==> config.mk <==
export PLATFORM = sky130hd
export DESIGN_NAME = plot_sequencer
export DESIGN_NICKNAME = d
export VERILOG_FILES = /design/src/rtl/lab_pkg.sv /design/src/rtl/plot_sequencer_watchdog.sv /design/src/rtl/plot_sequencer.sv
export SDC_FILE = /design/constraint.sdc
export NUM_CORES = 1
export LEC_CHECK = 0
export ABC_CLOCK_PERIOD_IN_PS = 4900
export CORE_ASPECT_RATIO = 0.7
export CORE_UTILIZATION = 44
export DETAILED_ROUTE_END_ITERATION = 6
export PLACE_DENSITY = 0.9
export SLEW_MARGIN = 20
export SYNTH_ARGS = -nofsm -noshare
export SYNTH_HDL_FRONTEND = slang
export SYNTH_SLANG_ARGS = --single-unit
export TNS_END_PERCENT = 50
==> constraint.sdc <==
create_clock -name clk -period 4.9 [get_ports clk]
set_input_delay 0.98 -clock clk [delete_from_list [all_inputs] [get_ports clk]]
set_output_delay 0.98 -clock clk [all_outputs]
set_load 0.01 [all_outputs]
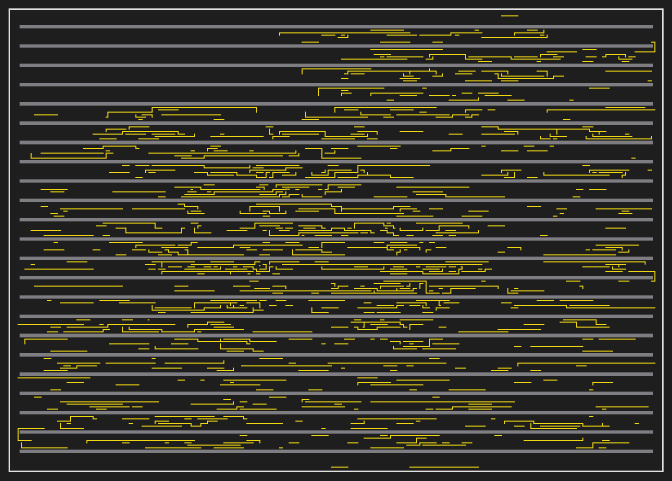
run_1/m1.png
Supply wires on this layer in grey.
The layer holds 41% of the routed length. The longest straight run is 28.1 um.
final WL: 6.12 mm
met1 Track Usage GR: 0.257
DR vias: 2100

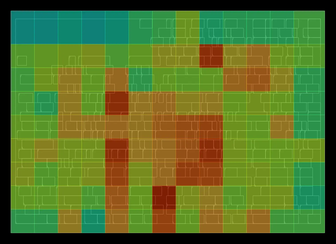
run_1/congestion_map.png
Total Routing Usage GR: 0.214
met3 usage: 0.0622
Routed WL per cell: 14.9 um

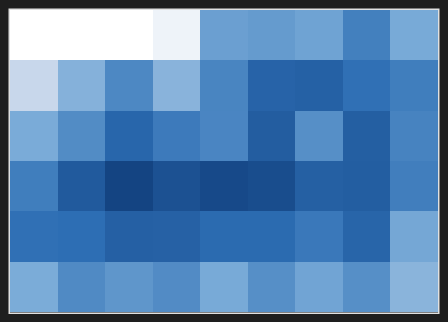
run_1/util_map.png
The die is cut into 9 by 6 equal tiles; white is low, dark blue is high, 0 to 100% covered.
33% of the tiles are over 75% full. 5.6% of the tiles are nearly empty. The densest ninth of the die: centre.
fp util: 0.466
final core occ: 0.711

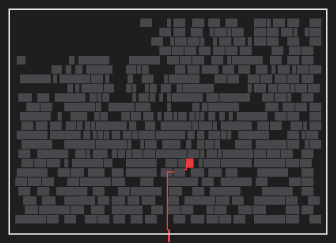
run_1/port_trees.png
Key: clear_en = red [bits 1, direction input, edge bottom, end cells 1, wire 22.0 um]
PortBufs: 118
I/O Pins: 119

==> results.sh <==
# flow metrics
export IMPL_htreeDepth=2
export IMPL_dpl_hpwl_mm=4.58
export IMPL_setup_ws_ps=1750
export IMPL_num_rows=22
export IMPL_vias_per_cell=5.11
export IMPL_clock_path_buffers=2
export IMPL_syn_inst=222
export IMPL_cts_setup_buffers=0
export IMPL_warning_count=26
export IMPL_grt_pass1_wl_mm=9.89
export IMPL_synth_adder_area_share=0.00503
export IMPL_powerClk_uw=222
export IMPL_holdWs_ps=504
export IMPL_tritoncts="built"
export IMPL_setup_viol=0
export IMPL_p_per_area_mw_per_mm2=511
export IMPL_rrSetupSlack_ps=2440
export IMPL_grt_max_degree=49
export IMPL_synth_warning_count=0
export IMPL_core_region_area_mm2=0.00534
export IMPL_reg2reg_depth=7
export IMPL_synth_edff_count=0
export IMPL_whs_path_depth=1
export IMPL_clk_latency_ps=300
export IMPL_synth_area_mm2=0.00249
export IMPL_grt_pass1_vias=2052
export IMPL_switchingPower_uw=684
export IMPL_yosysCellCount=222
export IMPL_drive_above_1_share=0.145
export IMPL_cp_required_ps=3920
export IMPL_finClkSkew_ps=8.88
export IMPL_clk_pin_slew_worst_paths_ps=80
export IMPL_drt_pass1_iterations=4
export IMPL_rsz0062_at_grt="false"
export IMPL_finalInstanceArea_mm2=0.00380
export IMPL_power_top_group="combinational logic"
export IMPL_drt_initial_drc_count=60
export IMPL_compound_area_frac=0.0694
export IMPL_globalplace_congestion=0.780
export IMPL_mux_share=0.202
export IMPL_clockPowerShare=0.115
export IMPL_gr_total_overflow=0
export IMPL_fp_nets=293
export IMPL_cts_sinks=48
export IMPL_fin_cells=411
export IMPL_die_height_um=64.9
export IMPL_p_int_uw=1260
export IMPL_cts_resized=0
export IMPL_place_area_mm2=0.00372
export IMPL_cts_root_buf="clkbuf_8"
export IMPL_status="completed"
export IMPL_power_uw=1940
export IMPL_ant_nets=0
export IMPL_num_antenna_cells=0
export IMPL_ys_types=46
export IMPL_dpl_worst_slack_ps=1750
export IMPL_synth_flops=48
export IMPL_period_used=0.643
export IMPL_fin_tns_setup_ps=0
export IMPL_async_flop_share=1.00
export IMPL_yosys_area_share_simple=0.182
export IMPL_total_leakage_power_uw=0.00154
export IMPL_syn_avg_cell_area_um2=11.2
export IMPL_p_sw_frac=0.352
export IMPL_die_area_mm2=0.00596
export IMPL_period_needed_ps=3150
export IMPL_hold_viol=0
export IMPL_p_comb_uw=1060
export IMPL_ys_sh_xor=0.0246
export IMPL_seqPwrFrac=0.337
export IMPL_worstPathArrival_ps=2170
export IMPL_seq_power_uw=655
export IMPL_crit_path_top_delay_cell="clkdlybuf4s50_1"
export IMPL_fin_nets=410
export IMPL_cap_violations=0
export IMPL_cts_hold_fix_buffers=0
export IMPL_yosys_stat_area_mm2=0.00249
export IMPL_cts_buffers=5
export IMPL_dp_cells=404
export IMPL_logic_family="multiplexers"
export IMPL_max_stage_delay_ps=560
export IMPL_dieWidth_um=91.9
export IMPL_largest_register_ffs=15
export IMPL_yosys_most_used_dff="dfrtp_1"
export IMPL_end_kind="output pin"
export IMPL_fmax_mhz=318
export IMPL_area_growth_pct=52.7
export IMPL_cp_common_cell="clkdlybuf4s50_1"
export IMPL_cp_max_fo=1
export IMPL_peakVddDrop_mv=0.332
export IMPL_start_kind="primary input"
export IMPL_cp_cell_sequence="clkdlybuf4s50_1, mux2i_1, nor2_1, clkdlybuf4s50_1"
export IMPL_comb_power_share=0.548
export IMPL_antenna_found_initial=0
export IMPL_postSynthSeqShare=0.483
export IMPL_path_class="in -> out"
export IMPL_hp_class="reg -> reg"
export IMPL_tightest_slew_ps=706
export IMPL_drc_errors=0
export IMPL_slew_headroom=0.528
export IMPL_final_max_slew_viol_count=0
[run 1: critical path, delay by kind of cell]
| kind | cells | cell delay (ps) |
|---|---|---|
| buffers and inverters | 2 | 1010 |
| and+or+nand+nor | 1 | 110 |
| muxes | 1 | 60 |
[run 1: cells in the final DEF, fill, tap and decap left out, types with 2 or more instances in the layout]
cell and n:
clkdlybuf4s50_1 117, dfrtp_1 48, nor2_1 35, mux2_2 25, mux2i_1 21, a21oi_1 7, inv_1 7, nor3_1 6
xnor2_1 6, nand2_1 5, o21ai_0 5, clkbuf_8 5, nand3_1 4, buf_4 4, a31oi_1 3, or3_1 3
nor2b_1 2, nand2b_1 2, or2_2 2, nor4_1 2, o31ai_1 2, nor4b_1 2
[run 1: synthesized netlist by cell type, drive strengths merged (3+ instances only)]
cell	number	area share
o21ai	5	0.010
or2	4	0.010
buf	8	0.019
a21oi	7	0.014
a31oi	3	0.0075
nor2	35	0.053
nor3	7	0.016
xnor2	6	0.021
nand2	5	0.0075
dfrtp	48	0.48
nor4	4	0.019
clkbuf	3	0.0045
nand2b	3	0.011
or3	3	0.0075
nor4b	3	0.017
mux2	26	0.12
nand3	6	0.019
inv	7	0.011
mux2i	21	0.085
[run 1: layout make-up]
class | count | area [um^2]
Fill cell | 404 | 1540
Sequential cell | 48 | 1200
Multi-Input combinational cell | 156 | 1200
Timing Repair Buffer | 121 | 1200
Tap cell | 72 | 90.1
Clock buffer | 6 | 72.6
Inverter | 7 | 26.3
Clock inverter | 1 | 5.00
[run 1: routing by layer]
layer / routed length, um / track usage / part of all wire / vias up
met2: 3010 / 0.378 / 0.49 / 69
li1: - / - / - / 1023
met1: 2540 / 0.257 / 0.41 / 999
met5: 0 / 0 / 0 / -
met3: 491 / 0.0622 / 0.080 / 9
met4: 78 / 0.0605 / 0.013 / 0
